==> config.mk <==
export PLATFORM = sky130hd
export DESIGN_NAME = nco_prerotator
export DESIGN_NICKNAME = d
export VERILOG_FILES = /design/src/rtl/derot_pkg.sv /design/src/rtl/phase_acc.sv /design/src/rtl/nco_prerotator.sv
export SDC_FILE = /design/constraint.sdc
export NUM_CORES = 1
export LEC_CHECK = 0
export CORE_MARGIN = 10
export CORE_UTILIZATION = 56
export DETAILED_ROUTE_END_ITERATION = 6
export PLACE_DENSITY = 0.76
export SYNTH_ARGS = -nofsm -noshare
export SYNTH_HDL_FRONTEND = slang
export SYNTH_SLANG_ARGS = --single-unit
==> constraint.sdc <==
create_clock -name clk -period 2.7 [get_ports clk]
set_clock_uncertainty 0.05 [all_clocks]
set_input_delay 0.54 -clock clk [delete_from_list [all_inputs] [get_ports clk]]
set_output_delay 0.54 -clock clk [all_outputs]
set_load 0.01 [all_outputs]
Fig. 1: run 1, where the registers sit
The bar under the picture is 50 um long. Other sequential cells in the stronger grey, the rest of the logic in the fainter grey.
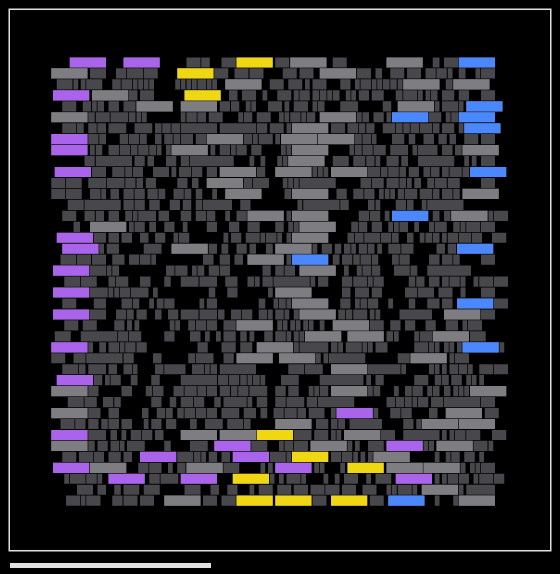
colour	name in the netlist	placed flops
blue	`x_o`	12
purple	`u_phase_acc.fcw_q`	24
yellow	`z_o`	10
Seq/total area: 31.2%
Sequential Area: 3000 sq um
final core utilization: 75.9%

Fig. 2: run 1, signal wires by layer
The bar under the picture is 50 um long. Only two layers are drawn.
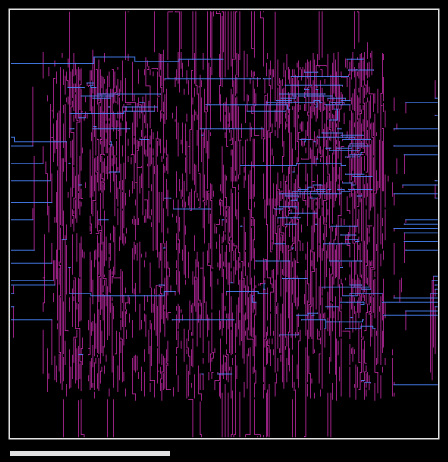
colour	layer	wire length
blue	M3	1,220 um
magenta	M2	11,600 um
routed len/inst: 19.1 um
vias post-DR: 6,884
GR Util All Layers: 25.4%

Fig. 3: run 1, clock nets
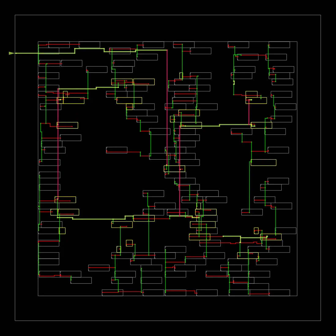
seq_cells: 120
Clock Power: 2.29 mW
clock sink count: 120
worst skew pair latency: 0.42 ns

==> GITHUB_STEP_SUMMARY <==
## PnR job results

| Metric | Value |
|---|---|
| Endpoints failing setup | `0` |
| Cts hold-fix bufs | `0` |
| GPL Wtd Cong | `0.942` |
| Req. time, crit path | `between 2 and 3 ns` |
| Pin count of the biggest net entering global routing | `49` |
| Final TNS setup | `0 ns` |
| Part of the power in registers | `around 33%` |
| Post-layout nets | `1,077` |
| Psw | `about 2.5 mW` |
| Commonest Layout Cell | `nand2_1` |
| Most frequent cells in the layout | `nand2_1 (187), dfrtp_1 (120), buf_4 (110)` |
| Final Hold Viols | `0` |
| First-pass GRT wire length | `36.9 mm` |
| Status | `finished, final reports clean` |
| Antenna Violating Nets Remaining | `0` |
| 1st-pass router iterations | `5` |
| Yosys reg bits | `120` |
| Worst Path Arrival | `2.81 ns` |
| Unrepaired setup endpoints after global routing | `false` |
| Num rows | `roughly 40` |
| Post-synth EDFFs | `0` |
| Die W | `134 um` |
| Hold_ws | `0.0905 ns` |
| IO buf count | `89` |
| Initial Util | `a little under three fifths` |
| Chip area estimate from yosys synthesis | `roughly 7300 sq um` |
| Slew margin rel. | `a little over half` |
| Clock power share | `30.2%` |
| Final instance area | `9620 sq um` |
| Count of tool warnings | `27` |
| Comb pwr share | `~37%` |
| Cts bufs inserted | `17` |
| Final wirelength | `around 23 mm` |
| Vias in the first global route | `7,271` |
| Unique cell types | `~67` |
| Number of max-cap violations | `0` |
| CP Launch Type | `input port` |
| Syn Area/Cell | `8.73 sq um` |
| Diode count | `0` |
| Cells after Synth | `835` |
| CTS H-Tree Depth | `4` |
| GRT overflow | `0` |
| DP Cell Count | `1,148` |
| Post-DP Area | `about 9000 sq um` |
| Cycle use final | `95.0%` |
| Initial antenna violation count | `0` |
| Dominant register cell | `dfrtp_1` |
| Largest fanout on the critical path | `8` |
| Crit Path Class | `input port to register` |
| Minimum clock period | `between 2 and 3 ns` |
| Yosys Instances | `835` |
| Layout cell share with drive strength beyond 1 | `19.4%` |
| Hold Path Class | `input port to asynchronous set/reset pin` |
| VDD IR-drop max | `0.000520 V` |
| Worst reg2reg path depth | `8` |
| Setup slack, reg-to-reg | `0.17 ns` |
| Net Sw Frac | `roughly a third` |
| DIE AREA | `~18,000 sq um` |
| Dpl hpwl | `between 15 and 20 mm` |
| Routed vias/inst | `5.82` |
| Max clock buf depth | `2` |
| Placement Setup Slack | `-0.871 ns` |
| Cell Pwr Density | `~800 nW/um^2` |
| Chip height | `134 um` |
| Core area | `12,700 sq um` |
| CTS tree | `yes` |
| Final slew viol count | `0` |
| Register share after synthesis | `between 40% and 50%` |
| 1st-iter DRT viols | `approximately 630` |
| Fin worst setup slack | `0.134 ns` |
| Reg clk slew, reported paths | `0.06 ns` |
| Actual slew at the worst max-slew pin | `0.683 ns` |
| Clk root buf | `clkbuf_16` |
| # IOs | `92` |
| Internal | `5.06 mW` |
| Synth async-reset ratio | `100%` |
| Synthesized area | `7290 sq um` |
| # DRC | `0` |
| CP Capture Type | `register` |
| Ys Warns | `0` |
| Non-Filler Instances | `approximately 1,200` |
| Leak | `4.42 nW` |
| Max frequency | `0.390 GHz` |
| Area growth from synthesis to layout | `32.0%` |
==> run 1: cell type report <==
class	instances	area [sq um]
Fill cell	901	3050
Timing Repair Buffer	200	1740
Multi-Input combinational cell	640	4000
Clock buffer	19	443
Tap cell	172	215
Sequential cell	120	3000
Clock inverter	13	154
Inverter	18	67.6
==> run 1: metal layers <==
metal	part of all wire, %	vias up	global-route usage (%)
li1	-	3256	-
met1	39	3302	28.6
met2	51	267	44.9
met3	5.4	59	5.53
met4	3.8	0	11.7
met5	0	-	0
==> run 1: power groups by stage <==
stage	sequential (mW)	clock, mW	combinational [mW]
5_1_grt	2.51	2.40	3.07
3_3_place_gp	2.47	0	2.65
6_report	2.47	2.29	2.81
2_1_floorplan	2.47	0	1.49
3_5_place_dp	2.48	0	2.74
4_1_cts	2.46	2.31	2.80
==> run 1: worst max-delay path, stage by stage <==
cell,delay (ns)
buf_2,0.22
buf_4,0.22
nor2b_1,0.07
ha_1,0.29
o211ai_1,0.11
o21ai_0,0.39
o211ai_1,0.17
a21oi_1,0.35
buf_4,0.18
mux2i_1,0.17
nand3_1,0.09
==> run 1: logic make-up after synthesis <==
group,synth area share (%)
fa+ha+maj,4.57
xor+xnor,2.64
mux,7.83
other cells,0.0515
flops,41.2
simple gates,21.0
compound gates,18.1
buf+inv,4.57
==> run 1: stage by stage <==
step                util (%)  power [mW]
floorplan                  -        3.96
global placement        70.9        5.12
detailed placement      70.9        5.22
CTS                     75.8        7.56
global route            75.9        7.97
finish                  75.9        7.57
==> run 1: cell usage after synthesis (all sizes together), types with 12 or more instances <==
library cell | number | area, sq um
a21o | 13 | 97.6
a21oi | 49 | 245
buf | 14 | 98.8
clkbuf | 44 | 166
dfrtp | 120 | 3000
ha | 25 | 313
inv | 18 | 67.6
mux2 | 34 | 383
mux2i | 12 | 120
nand2 | 188 | 706
nand2b | 12 | 75.1
nand3 | 15 | 75.1
nor2 | 35 | 131
nor2b | 26 | 163
nor3 | 18 | 90.1
o21ai | 51 | 255
xnor2 | 12 | 105
==> run 1: timing repair <==
action                                 4_1_cts  5_1_grt
resized                                      5        8
buffers inserted                             2        0
endpoints found under the hold margin        0        0
pin swaps                                    2        1
setup endpoints to repair                   17       11
gates cloned                                 0        0
Power is estimated from default activity; no workload was simulated.
